Figure 1. Track usage over the die (run 1).
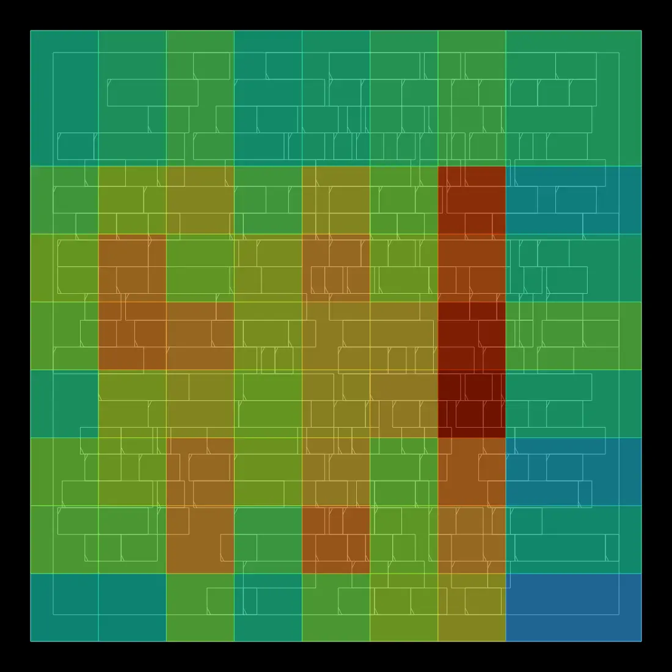
Figure 2. The metal 1 layer (run 1).
The bar under the picture is 20 um long.
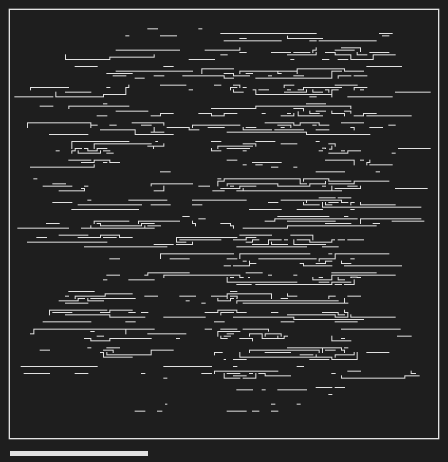
Figure 3. The metal 2 layer (run 1).
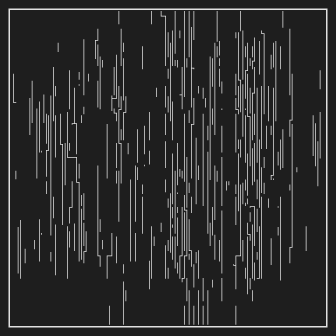
File: src/rtl/serial_add_ctrl.sv
// Bit-serial adder sequencer: walks one shared external full adder across a WIDTH-bit add,
// one bit per clock LSB first, and publishes SUM/COUT with a one-cycle done pulse.
module serial_add_ctrl #(
  parameter int unsigned WIDTH = 8,
  parameter int unsigned CW    = $clog2(WIDTH)
) (
  input  logic             clk,
  input  logic             reset,
  input  logic             start,
  input  logic [WIDTH-1:0] A,
  input  logic [WIDTH-1:0] B,
  input  logic             CIN,
  output logic             fa_a,
  output logic             fa_b,
  output logic             fa_d,
  input  logic             fa_s,
  input  logic             fa_c,
  output logic             busy,
  output logic             done,
  output logic [WIDTH-1:0] SUM,
  output logic             COUT
);

  typedef enum logic [1:0] {StIdle, StRun, StDone} state_e;

  state_e           state_q, state_d;
  logic [WIDTH-1:0] a_sh, b_sh, sum_sh;
  logic             carry;
  logic [CW-1:0]    cnt;
  logic             last_bit;

  assign last_bit = (cnt == CW'(WIDTH - 1));

  always_ff @(posedge clk or posedge reset) begin
    if (reset) begin
      state_q <= StIdle;
    end else begin
      state_q <= state_d;
    end
  end

  always_comb begin
    state_d = state_q;
    busy    = 1'b0;
    done    = 1'b0;
    fa_a    = 1'b0;
    fa_b    = 1'b0;
    fa_d    = 1'b0;
    case (state_q)
      StIdle: begin
        if (start) state_d = StRun;
      end
      StRun: begin
        busy = 1'b1;
        fa_a = a_sh[0];
        fa_b = b_sh[0];
        fa_d = carry;
        if (last_bit) state_d = StDone;
      end
      StDone: begin
        done    = 1'b1;
        state_d = StIdle;
      end
      default: state_d = StIdle;
    endcase
  end

  // SUM/COUT are written only on the final bit so readers never see a partial result.
  always_ff @(posedge clk or posedge reset) begin
    if (reset) begin
      a_sh   <= '0;
      b_sh   <= '0;
      sum_sh <= '0;
      carry  <= 1'b0;
      cnt    <= '0;
      SUM    <= '0;
      COUT   <= 1'b0;
    end else begin
      case (state_q)
        StIdle: begin
          if (start) begin
            a_sh   <= A;
            b_sh   <= B;
            carry  <= CIN;
            cnt    <= '0;
            sum_sh <= '0;
          end
        end
        StRun: begin
          sum_sh <= {fa_s, sum_sh[WIDTH-1:1]};
          carry  <= fa_c;
          a_sh   <= {1'b0, a_sh[WIDTH-1:1]};
          b_sh   <= {1'b0, b_sh[WIDTH-1:1]};
          cnt    <= cnt + CW'(1);
          if (last_bit) begin
            SUM  <= {fa_s, sum_sh[WIDTH-1:1]};
            COUT <= fa_c;
          end
        end
        default: ;
      endcase
    end
  end

endmodule
File: config.mk
export PLATFORM = sky130hd
export DESIGN_NAME = serial_add_ctrl
export DESIGN_NICKNAME = d
export VERILOG_FILES = /design/src/rtl/serial_add_ctrl.sv
export SDC_FILE = /design/constraint.sdc
export NUM_CORES = 1
export LEC_CHECK = 0
export CAP_MARGIN = 30
export CORE_MARGIN = 2
export CORE_UTILIZATION = 50
export CTS_CLUSTER_DIAMETER = 60
export DETAILED_ROUTE_END_ITERATION = 12
export PLACE_DENSITY = 0.75
export SLEW_MARGIN = 40
export SYNTH_ARGS = -nofsm -noshare
export SYNTH_HDL_FRONTEND = slang
export SYNTH_SLANG_ARGS = --single-unit
File: constraint.sdc
create_clock -name clk -period 1.63 [get_ports clk]
set_clock_uncertainty 0.1 [all_clocks]
set_input_delay 0.489 -clock clk [delete_from_list [all_inputs] [get_ports clk]]
set_output_delay 0.489 -clock clk [all_outputs]
set_load 0.01 [all_outputs]
==> run_results.csv, run 1 <==
group,metric,value,unit
pwr,intPower,2.58,mW
placement,dpl.cell_count,229,
final_layout,final_area,2310,um2
route,drc,0,
global_routing,grt_use_total,21.1,%
placement,routabilityCongestion,0.831,
hold_path,hold_path.class,"input pin to asynchronous set/reset pin",
global_routing,grt_overflow_total,0,
pwr,vdd_ir_drop_max,926,uV
placement,dpl_cell_area,2190,um2
route,vias,1262,
route,dr.pass1.iters,4,
yosys,synth_seq_share,56.4,%
yosys,fp_nets,165,
pwr,switching_share,34.1,%
worst_setup_path,critPathLaunchType,"flop",
final_layout,n_antenna_cell,0,
cts,hold_buffers,0,
sta,hold_viol,0,
placement,dp_hpwl,2380,um
die,core_area,3280,um2
die,die_w,62.1,um
yosys,common_cells,"38 x dfrtp_1, 9 x a22o_1, 9 x mux2_2",
final_layout,fin_nets,216,
pwr,powerDensity,1690,nW/um2
worst_setup_path,crit_path_max_fanout,6,
yosys,synth_cells,141,
cts,cts_max_level,2,
yosys,top_cell,"dfrtp_1",
cts,cts_tree,"yes",
global_routing,grt_pass1_wl,5870,um
sta,maxSlewHeadroom,76.3,%
sta,setup_tns,-0.694,ns
placement,port_buffers,35,
worst_setup_path,worstPathArrival,1.22,ns
placement,place_ws,-0.341,ns
route,drt_iter0_drc,78,
yosys,ys.flop_type,"dfrtp_1",
yosys,yosys_warnings,0,
sta,fin_ws,-0.175,ns
route,ant_nets,0,
yosys,edf_count,0,
cts,clk_pin_slew_worst_paths,0.11,ns
yosys,top_area_cell,"dfrtp_1",
sta,fin_hold_ws,0.380,ns
cts,cts_max_path_buffers,2,
sta,min_period_over_period,111,%
final_layout,instances_no_fill,239,
yosys,async_flop_share,100,%
pwr,power_switching,1.33,mW
pwr,total_power,3.92,mW
route,wirelength,3550,um
pwr,p_leak,1.04,nW
sta,min_period,1.81,ns
cts,cts_sinks,38,
worst_setup_path,worstSetupEndpointType,"output pin",
global_routing,grt_pass1_vias,1286,
sta,finalSetupViolations,5,
yosys,syn_avg_cell_area,12.0,um2
pwr,clkPwrFrac,13.1,%
cts,insertion_delay,0.34,ns
final_layout,area_growth,37.0,%
die,chipHeight,62.1,um
die,chipArea,3850,um2
yosys,yosys_area,1690,um2
yosys,synth_stat.cells,141,
die,io_pins,36,
die,rows,21,
status,outcome,"finished with violations",
yosys,synth.distinct_cells,25,
pwr,power_frac_seq,40.9,%
global_routing,antenna_found_initial,0,
sta,slew_viol_final,0,
sta,fmax,0.554,GHz
yosys,topCellsByArea,"dfrtp_1 56%, mux2_2 6.0%, a22o_1 4.7%",
sta,rsz0062_at_grt,"yes",
yosys,synth_flop_count,38,
worst_setup_path,required,1.04,ns
route,routed_via_density,5.28,
final_layout,fillers,262,
yosys,syn-cell-area,1690,um2
global_routing,grt_max_degree,39,
sta,tightest_slew,0.355,ns
run,drv_cap,0,
run,warnings,28,
status,violations,"negative setup slack",
cts,root_buffer,"clkbuf_4",
cts,numCtsBuffers,5,
pwr,pwr-share-comb,46.0,%
yosys,top_area_share,56.4,%
final_layout,drive_above_1_share,26.4,%
worst_setup_path,criticalPathCategory,"flop to output pin",
die,fp_util,51.4,%
Notes on Figure 1 above:
Core Util, Final: 70.4%
GR Layer Usage met3: 4.76%
Global Route met1 Usage: 28.0%
GR peak layer: met2
WL/cell: 14.8 um

Notes on Figure 2 above:
share of all routed wire	45%
main direction	horizontal
nets with wire on the layer	195

Notes on Figure 3 above:
longest straight run	27.4 um
wire length on this layer	1,730 um
share of all routed wire	49%
nets with wire on the layer	186

## run 1: worst max-delay path, cell delays in order, from the launching register on
cell and delay [ns]:
dfrtp_2 0.47, nand2b_4 0.10, inv_6 0.05, and2_4 0.15
buf_6 0.11
## run 1: timing repair
| item | CTS | global route |
|---|---|---|
| pin swaps | 2 | 0 |
| resized | 36 | 18 |
| endpoints found under the setup margin | 14 | 24 |
| buffers inserted | 1 | 1 |
## run 1: cells in the final DEF (no fill, tap or decap), types with 4 or more instances in the layout
cell type / instances
dfrtp_1: 37
clkdlybuf4s50_1: 21
buf_4: 12
a22o_1: 9
mux2_2: 9
clkdlybuf4s15_1: 9
inv_1: 7
nor2b_1: 7
nor3b_1: 7
nand2_1: 7
buf_6: 7
a22oi_1: 6
a21oi_1: 5
nand3b_1: 5
o21ai_0: 5
clkbuf_4: 5
o22a_1: 4
a221oi_1: 4
## run 1: cells by family (layout without fill, tap and decap cells)
family                   Yosys count  after routing  share of synthesized area [%]
buffers and inverters             15             67                           4.01
adder cells (fa/ha/maj)            2              2                           1.48
AND-OR/OR-AND                     37             37                           17.1
AND/OR/NAND/NOR                   40             40                           15.0
multiplexers                       9              9                           6.01
flip-flops                        38             38                           56.4
## run 1: state kept, by name, summed over array words and instances (netlist names)
register  cells
sum_sh        7
a_sh          8
SUM           8
COUT          1
cnt           3
b_sh          8
state_q       2
carry         1
## run 1: per-layer routing
layer | up-vias | share of wire, % | GRT usage [%]
met5 | - | 0 | 0
met4 | 0 | 1.8 | 10.3
met3 | 7 | 4.6 | 4.76
met2 | 35 | 49 | 32.4
met1 | 609 | 45 | 28.0
li1 | 611 | - | -
## run 1: power groups by stage
stage | clock network [mW] | logic [mW] | registers (mW)
6_report | 0.512 | 1.80 | 1.60
4_1_cts | 0.517 | 1.65 | 1.60
5_1_grt | 0.568 | 2.00 | 1.65
3_3_place_gp | 0 | 1.66 | 1.59
2_1_floorplan | 0 | 0.983 | 1.59
3_5_place_dp | 0 | 1.71 | 1.61
## run 1: final cells by class
class | count | area [um2] | area share [%]
clock inverters | 1 | 5.00 | 0.217
repair buffers | 51 | 509 | 22.0
clock buffers | 7 | 55.1 | 2.38
well taps | 46 | 57.6 | 2.49
inverters | 8 | 35.0 | 1.52
multi-input cells | 88 | 697 | 30.2
flip-flops and latches | 38 | 952 | 41.2
## run 1: final timing paths
| path | startpoint | endpoint | slack (ns) | cells after the start |
|---|---|---|---|---|
| hold reg to reg | cnt[0] | cnt[0] | 0.40 | 1 |
| setup reg to reg | state_q[0] | SUM[4] | 0.04 | 6 |
| max in group asynchronous | reset | state_q[0] | 0.85 | 3 |
| setup / recovery | state_q[0] | fa_b | -0.18 | 4 |
| hold / removal | reset | cnt[0] | 0.38 | 3 |
| min in group clk | cnt[0] | cnt[0] | 0.40 | 1 |
==> run 1 -> run 2 <==
Settings changed: CORE_MARGIN 2 to unset, REMOVE_ABC_BUFFERS set to 1.
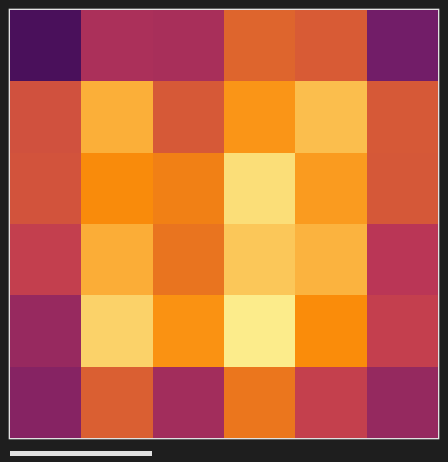
Figure 4: run 2, cell area per tile.
The bar under the picture is 20 um long. The die is cut into 6 by 6 equal tiles; black is low, pale yellow is high, 0 to 100% covered.
tiles over 75% full	33%
mean over tiles	63%
fullest tile	96%
densest ninth of the die	centre

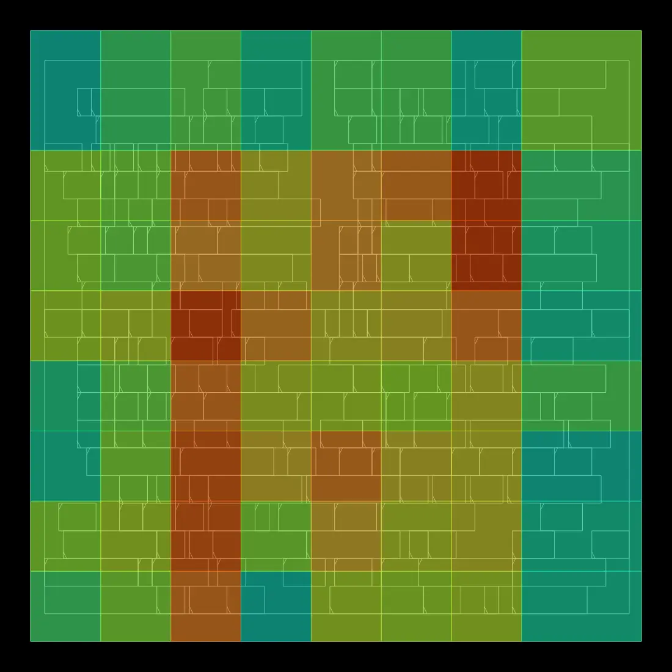
Figure 5: run 2, track usage over the die.
grt met2 use: 36.8%
Global Route met1 Usage: 26.7%
GRT Total Usage: 22.1%

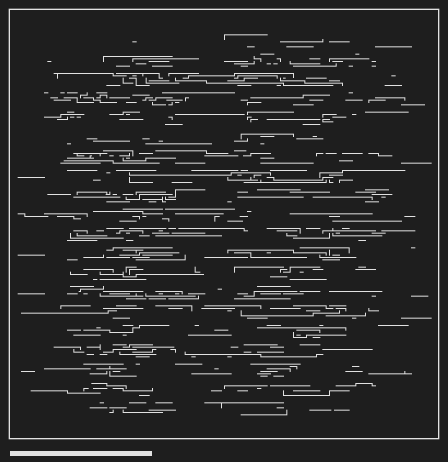
Figure 6: run 2, the metal 1 layer.
The bar under the picture is 20 um long.
longest straight run	14.3 um
nets with wire on the layer	193
final WL: 3480 um
Vias: 1,295

==> run 2 against run 1 <==
The flow still finishes with violations (negative setup slack). Worst setup slack worse by 0.023 ns. Clock-buffer cell count fell by 1. Via count up 2.6%. Maximum frequency fell by 1.2%. Global-route usage is 1.1 points higher. Area after synthesis stayed put. Routed wire length shrank 1.9%. Sequential power about the same. Sequential share of layout area decreased by 0.56 points. Register-to-register slack improved by 0.02 ns. Cell count rose by 0.84%. Clock power about the same.
==> run_results.csv, run 2 <==
group,metric,value,unit
status,outcome,"finished with violations",
status,violations,"negative setup slack",
worst_setup_path,worstPathArrival,1.24,ns
cts,insertion_delay,0.34,ns
yosys,synth.distinct_cells,25,
yosys,async_flop_share,100,%
worst_setup_path,reg2reg_from,"state_q[0]",
route,routed_via_density,5.37,
yosys,top_cell,"dfrtp_1",
cts,cts_sinks,38,
final_layout,lay_top_count,"dfrtp_1",
die,chipHeight,60.1,um
sta,hold_viol,0,
worst_setup_path,reg2reg_slack,0.06,ns
global_routing,grt_overflow_total,0,
pwr,powerDensity,1720,nW/um2
final_layout,fin_nets,220,
run,warnings,27,
cts,cts_max_level,2,
worst_setup_path,rr_endpoint,"SUM[3]",
die,core_area,3130,um2
cts,numCtsBuffers,5,
route,dr.pass1.iters,5,
yosys,synth_seq_share,56.4,%
global_routing,grt_pass1_vias,1241,
final_layout,drive_above_1_share,28.4,%
die,io_pins,36,
cts,clk_pin_slew_worst_paths,0.12,ns
pwr,vdd_ir_drop_max,797,uV
placement,dp_hpwl,2500,um
yosys,yosys_area,1690,um2
yosys,edf_count,0,
yosys,yosys_warnings,0,
cts,cts_tree,"yes",
placement,port_buffers,35,
global_routing,grt_pass1_wl,5670,um
final_layout,n_antenna_cell,0,
global_routing,antenna_found_initial,0,
sta,setup_tns,-0.820,ns
final_layout,area_growth,38.7,%
die,die_w,60.1,um
worst_setup_path,reg2reg_depth,6,
yosys,synth_stat.cells,141,
route,ant_nets,0,
worst_setup_path,cp-startpoint,"state_q[1]",
final_layout,reg.largest.list,"SUM (8), a_sh (8), b_sh (8)",
sta,fin_hold_ws,0.375,ns
route,drt_iter0_drc,45,
yosys,syn_avg_cell_area,12.0,um2
yosys,common_cells,"38 x dfrtp_1, 9 x a22o_1, 9 x mux2_2",
sta,min_period_over_period,112,%
sta,finalSetupViolations,5,
cts,cts_max_path_buffers,2,
sta,rsz0062_at_grt,"yes",
die,fp_util,53.9,%
worst_setup_path,required,1.04,ns
worst_setup_path,criticalPathCategory,"flop to output pin",
final_layout,fillers,226,
worst_setup_path,crit_path_max_fanout,6,
sta,min_period,1.83,ns
worst_setup_path,critPathLaunchType,"flop",
cts,hold_buffers,0,
worst_setup_path,worstSetupEndpointType,"output pin",
sta,fin_ws,-0.198,ns
sta,fmax,0.547,GHz
run,drv_cap,0,
placement,dpl_cell_area,2210,um2
yosys,syn-cell-area,1690,um2
sta,maxSlewHeadroom,79.2,%
yosys,top_area_share,56.4,%
yosys,ys.flop_type,"dfrtp_1",
yosys,topCellsByArea,"dfrtp_1 56%, mux2_2 6.0%, a22o_1 4.7%",
sta,slew_viol_final,0,
route,avgRoutedWirePerCell,14.4,um
yosys,synth_cells,141,
placement,routabilityCongestion,0.829,
sta,tightest_slew,0.312,ns
cts,root_buffer,"clkbuf_4",
final_layout,final_area,2340,um2
die,chipArea,3610,um2
pwr,p_leak,1.07,nW
yosys,top_area_cell,"dfrtp_1",
die,rows,20,
global_routing,grt_max_degree,39,
hold_path,hold_path.class,"input pin to asynchronous set/reset pin",
yosys,synth_flop_count,38,
route,drc,0,
final_layout,mostFrequentLayoutCells,"38 x dfrtp_1, 20 x clkdlybuf4s50_1, 16 x buf_4",
## run 2: cell counts after synthesis
Identical to the previous run, type by type.
## run 2: final cells by class
type,instances,area (um2),area share (%)
Clock buffer,6,51.3,2.19
Clock inverter,2,12.5,0.535
Inverter,8,35.0,1.50
Multi-Input combinational cell,88,704,30.1
Sequential cell,38,951,40.6
Tap cell,44,55.1,2.35
Timing Repair Buffer,55,531,22.7
## run 2: cell families (layout without fill, tap and decap cells)
family	Yosys count	in the layout	synth area share, %
simple gates	40	40	15.0
flops	38	38	56.4
compound gates	37	37	17.1
buf+inv	15	71	4.01
mux	9	9	6.01
fa+ha+maj	2	2	1.48
## run 2: routing by layer
layer	wire [um]	vias to the layer above	track usage, %
li1	-	620	-
met1	1500	635	26.7
met3	122	5	6.49
met2	1820	35	36.8
met5	0	-	0
met4	37	0	8.97
## run 2: worst max path at each step
stage          endpoint  slack, ns  depth (start not counted)
2_1_floorplan      fa_a      -0.14                          3
4_1_cts            fa_d      -0.20                          4
5_1_grt            fa_d      -0.26                          4
6_report           fa_d      -0.20                          4
3_3_place_gp    a_sh[0]      -0.26                          5
3_5_place_dp    a_sh[4]      -0.31                          5
## run 2: power breakdown
group          switching (mW)  internal (mW)  leakage (nW)
Sequential              0.251           1.35         0.472
Clock                   0.307          0.207        0.0343
Combinational           0.825           1.08         0.566
## run 2: per-stage QoR
step                setup slack, ns  instances  power, mW  util (%)
finish                       -0.198        241       4.02      74.8
global route                 -0.259        241       4.29      74.8
CTS                          -0.200        241       3.97      73.6
detailed placement           -0.306        230       3.38      70.6
global placement             -0.261        230       3.28      70.6
floorplan                    -0.143        134       2.52         -
## run 2: worst max-delay path, cell delays in order (launching register included)
cell and delay (ns):
dfrtp_1 0.40, nand2b_4 0.16, inv_6 0.08, and2_4 0.15, buf_6 0.09
## run 2: what timing repair did
item,4_1_cts,5_1_grt
gates resized,40,14
pin swaps,1,0
endpoints found under the setup margin,14,29
setup buffers,3,0
Power figures rest on the tool's default switching activity, not on a simulated workload.
